Selected gate families:
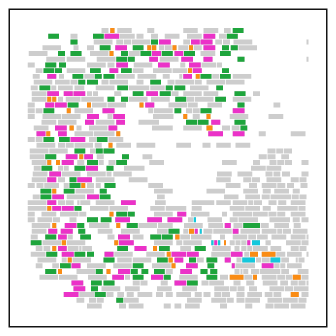
Clock routing:
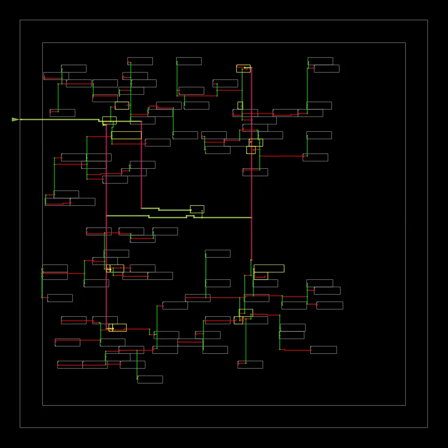
Met2 routing:
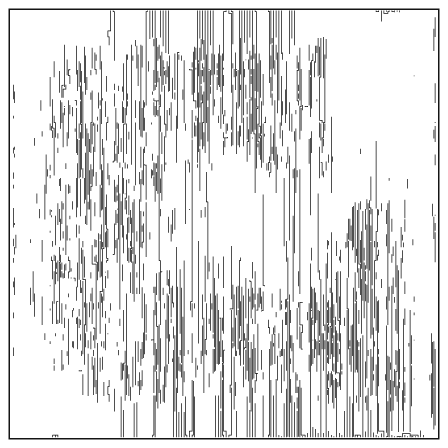
$ cat src/rtl/ahb_defs.sv
// ----------------------------------------------------------------------------
// Module   : ahb_defs
// Purpose  : Shared AHB-Lite encodings and address-phase control bundle.
// Revision : 1.0 - initial release
// ----------------------------------------------------------------------------
`default_nettype none

package ahb_defs;

    typedef enum logic [1:0] {
        IDLE   = 2'b00,
        BUSY   = 2'b01,
        NONSEQ = 2'b10,
        SEQ    = 2'b11
    } htrans_t;

    typedef enum logic [2:0] {
        BYTE     = 3'b000,
        HALFWORD = 3'b001,
        WORD     = 3'b010
    } hsize_t;

    localparam logic [2:0] SINGLE     = 3'b000;
    localparam logic [3:0] HPROT_DATA = 4'b0001;

    // HMASTER encoding on the shared port
    localparam logic OWNER_I = 1'b0;
    localparam logic OWNER_D = 1'b1;

    typedef struct packed {
        logic       write;
        logic [2:0] size;
        logic [3:0] prot;
    } ahb_ctrl_t;

endpackage

`default_nettype wire

$ cat src/rtl/ahb_req_buffer.sv
// ----------------------------------------------------------------------------
// Module   : ahb_req_buffer
// Purpose  : One-entry address-phase holding buffer and source mux for a master.
// Revision : 1.0 - initial release
// ----------------------------------------------------------------------------
`default_nettype none

module ahb_req_buffer
    import ahb_defs::*;
#(
    parameter int ADDR_W = 32
) (
    input  logic              clk,
    input  logic              rst_n,
    input  logic              live,
    input  logic              issue,
    input  logic [ADDR_W-1:0] addr_in,
    input  ahb_ctrl_t         ctrl_in,
    output logic              pend,
    output logic              req,
    output logic [ADDR_W-1:0] addr_src,
    output ahb_ctrl_t         ctrl_src
);

    logic [ADDR_W-1:0] addr_q;
    ahb_ctrl_t         ctrl_q;

    // A live request that is not issued this cycle is parked; the master then
    // sees HREADY low, so a second capture cannot occur while pend is set.
    always_ff @(posedge clk or negedge rst_n) begin
        if (!rst_n) begin
            pend   <= 1'b0;
            addr_q <= '0;
            ctrl_q <= '0;
        end else if (live && !issue) begin
            pend   <= 1'b1;
            addr_q <= addr_in;
            ctrl_q <= ctrl_in;
        end else if (issue) begin
            pend   <= 1'b0;
        end
    end

    assign req      = pend | live;
    assign addr_src = pend ? addr_q : addr_in;
    assign ctrl_src = pend ? ctrl_q : ctrl_in;

endmodule

`default_nettype wire

$ cat src/rtl/ahb_im_dm_arbiter.sv
// ----------------------------------------------------------------------------
// Module   : ahb_im_dm_arbiter
// Purpose  : Two-master (fetch I, data D) to one-slave AHB-Lite arbiter with
//            D priority and a starvation limit guaranteeing fetch progress.
// Revision : 1.0 - initial release
// ----------------------------------------------------------------------------
`default_nettype none

module ahb_im_dm_arbiter
    import ahb_defs::*;
#(
    parameter int STARVE_LIMIT = 4,
    parameter int ADDR_W       = 32,
    parameter int DATA_W       = 32
) (
    input  logic              CLK,
    input  logic              RSTn,
    input  logic [ADDR_W-1:0] HADDR_I,
    input  logic [1:0]        HTRANS_I,
    input  logic              HWRITE_I,
    input  logic [2:0]        HSIZE_I,
    input  logic [3:0]        HPROT_I,
    input  logic [ADDR_W-1:0] HADDR_D,
    input  logic [1:0]        HTRANS_D,
    input  logic              HWRITE_D,
    input  logic [2:0]        HSIZE_D,
    input  logic [3:0]        HPROT_D,
    input  logic [DATA_W-1:0] HWDATA_D,
    output logic              HREADY_I,
    output logic              HREADY_D,
    output logic              HRESP_I,
    output logic              HRESP_D,
    output logic [DATA_W-1:0] HRDATA_I,
    output logic [DATA_W-1:0] HRDATA_D,
    output logic [ADDR_W-1:0] HADDR_S,
    output logic [1:0]        HTRANS_S,
    output logic              HWRITE_S,
    output logic [2:0]        HSIZE_S,
    output logic [3:0]        HPROT_S,
    output logic [2:0]        HBURST_S,
    output logic              HMASTLOCK_S,
    output logic              HMASTER_S,
    output logic [DATA_W-1:0] HWDATA_S,
    input  logic [DATA_W-1:0] HRDATA_S,
    input  logic              HREADY_S,
    input  logic              HRESP_S
);

    localparam int              CNT_W   = (STARVE_LIMIT > 0) ? $clog2(STARVE_LIMIT + 1) : 1;
    localparam logic [CNT_W-1:0] LIMIT_C = CNT_W'(STARVE_LIMIT);

    logic              live_i, live_d;
    logic              pend_i, pend_d;
    logic              req_i, req_d;
    logic              win_i, win_d;
    logic              slot, starve;
    logic [ADDR_W-1:0] addr_src_i, addr_src_d;
    ahb_ctrl_t         ctrl_in_i, ctrl_in_d;
    ahb_ctrl_t         ctrl_src_i, ctrl_src_d;
    logic              dp_valid;
    logic              dp_owner;
    logic [CNT_W-1:0]  wait_cnt;
    logic              own_i, own_d;
    logic              unused_htrans_lsb;

    // BUSY folds into IDLE and SEQ into NONSEQ, so only HTRANS[1] matters.
    assign unused_htrans_lsb = HTRANS_I[0] ^ HTRANS_D[0];

    assign live_i    = HTRANS_I[1] & HREADY_I;
    assign live_d    = HTRANS_D[1] & HREADY_D;
    assign ctrl_in_i = '{write: HWRITE_I, size: HSIZE_I, prot: HPROT_I};
    assign ctrl_in_d = '{write: HWRITE_D, size: HSIZE_D, prot: HPROT_D};

    ahb_req_buffer #(.ADDR_W(ADDR_W)) u_buf_i (
        .clk      (CLK),
        .rst_n    (RSTn),
        .live     (live_i),
        .issue    (win_i),
        .addr_in  (HADDR_I),
        .ctrl_in  (ctrl_in_i),
        .pend     (pend_i),
        .req      (req_i),
        .addr_src (addr_src_i),
        .ctrl_src (ctrl_src_i)
    );

    ahb_req_buffer #(.ADDR_W(ADDR_W)) u_buf_d (
        .clk      (CLK),
        .rst_n    (RSTn),
        .live     (live_d),
        .issue    (win_d),
        .addr_in  (HADDR_D),
        .ctrl_in  (ctrl_in_d),
        .pend     (pend_d),
        .req      (req_d),
        .addr_src (addr_src_d),
        .ctrl_src (ctrl_src_d)
    );

    assign slot   = HREADY_S;
    assign starve = (STARVE_LIMIT != 0) && (wait_cnt >= LIMIT_C);
    assign win_d  = slot & req_d & ~(starve & req_i);
    assign win_i  = slot & req_i & ~win_d;

    always_comb begin
        HTRANS_S  = IDLE;
        HMASTER_S = OWNER_I;
        HADDR_S   = addr_src_i;
        HWRITE_S  = ctrl_src_i.write;
        HSIZE_S   = ctrl_src_i.size;
        HPROT_S   = ctrl_src_i.prot;
        if (win_d) begin
            HTRANS_S  = NONSEQ;
            HMASTER_S = OWNER_D;
            HADDR_S   = addr_src_d;
            HWRITE_S  = ctrl_src_d.write;
            HSIZE_S   = ctrl_src_d.size;
            HPROT_S   = ctrl_src_d.prot;
        end else if (win_i) begin
            HTRANS_S  = NONSEQ;
        end
    end

    assign HBURST_S    = SINGLE;
    assign HMASTLOCK_S = 1'b0;

    // wait_cnt counts slots I lost while requesting; it saturates at the limit.
    always_ff @(posedge CLK or negedge RSTn) begin
        if (!RSTn) begin
            dp_valid <= 1'b0;
            dp_owner <= OWNER_I;
            wait_cnt <= '0;
        end else if (slot) begin
            dp_valid <= win_i | win_d;
            dp_owner <= win_d ? OWNER_D : OWNER_I;
            if (win_i) begin
                wait_cnt <= '0;
            end else if (req_i && (wait_cnt < LIMIT_C)) begin
                wait_cnt <= wait_cnt + CNT_W'(1);
            end
        end
    end

    assign own_i = dp_valid & (dp_owner == OWNER_I);
    assign own_d = dp_valid & (dp_owner == OWNER_D);

    assign HREADY_I = own_i ? HREADY_S : ~pend_i;
    assign HREADY_D = own_d ? HREADY_S : ~pend_d;
    assign HRESP_I  = own_i & HRESP_S;
    assign HRESP_D  = own_d & HRESP_S;
    assign HRDATA_I = HRDATA_S;
    assign HRDATA_D = HRDATA_S;
    assign HWDATA_S = own_d ? HWDATA_D : '0;

endmodule

`default_nettype wire

$ cat config.mk
export PLATFORM = sky130hd
export DESIGN_NAME = ahb_im_dm_arbiter
export DESIGN_NICKNAME = d
export VERILOG_FILES = /design/src/rtl/ahb_defs.sv /design/src/rtl/ahb_req_buffer.sv /design/src/rtl/ahb_im_dm_arbiter.sv
export SDC_FILE = /design/constraint.sdc
export NUM_CORES = 1
export LEC_CHECK = 0
export CORE_MARGIN = 8
export CORE_UTILIZATION = 30
export CTS_BUF_LIST = sky130_fd_sc_hd__clkbuf_8
export CTS_CLUSTER_SIZE = 30
export DETAILED_ROUTE_END_ITERATION = 10
export GPL_ROUTABILITY_DRIVEN = 0
export PLACE_DENSITY_LB_ADDON = 0.3
export SLEW_MARGIN = 25
export SYNTH_ARGS = -nofsm -noshare
export SYNTH_HDL_FRONTEND = slang
export SYNTH_SLANG_ARGS = --single-unit
$ cat constraint.sdc
create_clock -name CLK -period 1.6 [get_ports CLK]
set_input_delay 0.32 -clock CLK [delete_from_list [all_inputs] [get_ports CLK]]
set_output_delay 0.32 -clock CLK [all_outputs]
set_load 0.05 [all_outputs]
==> results.sh <==
# flow metrics
export IMPL_outcome="finished, violations left"
export IMPL_violations="negative setup slack"
export IMPL_final_layout_top_logic_cells="113 x clkdlybuf4s50_1, 98 x buf_12, 83 x dfrtp_1, 80 x mux2_4, 41 x a21oi_4"
export IMPL_ys_sh_xor_pct=0
export IMPL_critical_path_endpoint_type="primary output"
export IMPL_met1_usage_pct=20.6
export IMPL_synth_edff_count=0
export IMPL_via_count=4703
export IMPL_synthTopCellsByArea="dfrtp_1 41%, mux2_1 15%, buf_4 9.9%, mux2i_1 7.6%, a211oi_1 5.6%"
export IMPL_p_clk_share_pct=13.9
export IMPL_finalNonFillerCells=942
export IMPL_p_seq_share_pct=26.8
export IMPL_synth_area_sq_mm=0.00537
export IMPL_rsz0062_at_grt="yes"
export IMPL_post_cts_buffers=16
export IMPL_adder_share_pct=0.233
export IMPL_cts_sinks=87
export IMPL_dpl_worst_slack_ns=-0.774
export IMPL_setup_slack_ns=-0.770
export IMPL_cp_common_cell="buf_12"
export IMPL_ant_nets=0
export IMPL_syn_area_per_cell_sq_um=10.7
export IMPL_ys_types=28
export IMPL_ys_seq_share_pct=40.5
export IMPL_fp_dieW_microns=150
export IMPL_common_cells="87 x dfrtp_1, 71 x buf_4, 70 x mux2_1, 43 x a21oi_1"
export IMPL_p_clk_mw=1.71
export IMPL_async_reset_ff_share_pct=100
export IMPL_diodes=0
export IMPL_path_clk_slew_ns=0.09
export IMPL_ys_chip_area_sq_mm=0.00537
export IMPL_crit_path_max_incr_delay_ns=0.43
export IMPL_cts_tree="yes"
export IMPL_buffers=300
export IMPL_critPathTopFamily="buffers and inverters"
export IMPL_met2_usage_pct=30.7
export IMPL_ys_flop_type="dfrtp_1"
export IMPL_hold_path_class="in -> async"
export IMPL_biggestCellCategory="buffers"
export IMPL_grt_start_max_net_pins=54
export IMPL_first_iter_violations=149
export IMPL_hold_buffers=1
export IMPL_lay_top_count="clkdlybuf4s50_1"
export IMPL_tap_cells=229
export IMPL_pwr_share_comb_pct=59.3
export IMPL_p_per_area_mw_per_mm2=1140
export IMPL_wl_per_cell_microns=23.3
export IMPL_p_seq_mw=3.29
export IMPL_final_core_util_pct=60.4
export IMPL_reg2reg_to="u_buf_d.addr_q[1]$_DFFE_PN0P_"
export IMPL_r2r_start="u_buf_i.pend$_DFFE_PN0P_"
export IMPL_r2r_setup_slack_ns=-0.67
export IMPL_fillers=1303
export IMPL_switching_share_pct=38.0
export IMPL_met3WireLength_microns=1590
export IMPL_finalSetupViolCount=157
export IMPL_synth_flops=87
export IMPL_yosys_warnings=0
export IMPL_aoi_share_pct=10.7
export IMPL_tool_warnings=31
export IMPL_mux_area_share_pct=25.1
export IMPL_fmax_mhz=422
export IMPL_synth_logic_top_family="multiplexers"
export IMPL_power_group_top="combinational cells"
export IMPL_io_buffers=195
export IMPL_logic_gates=308
export IMPL_logic_area_sq_mm=0.00377
export IMPL_coreArea_sq_mm=0.0178
export IMPL_routed_wl_microns=21900
export IMPL_power_leakage_nw=4.50
export IMPL_drv_cap=0
export IMPL_dp_hpwl_microns=13700
export IMPL_switching_power_mw=4.68
export IMPL_hold_viol_final=0
export IMPL_drv_slew=0
## Picture notes: 'selected gate families'
| family | color | cells |
|---|---|---|
| NOR gates | orange | 48 |
| NAND gates | cyan | 7 |
| multiplexers | green | 121 |
| inverting AOI/OAI gates | magenta | 89 |

## Picture notes: 'clock routing'
clock latency at the later pin of the worst-skew pair: 0.38 ns
layout clock buffer count: 9

## Picture notes: 'met2 routing'
wire length on this layer: 10800 microns
main direction: vertical
longest straight run: 60.7 microns

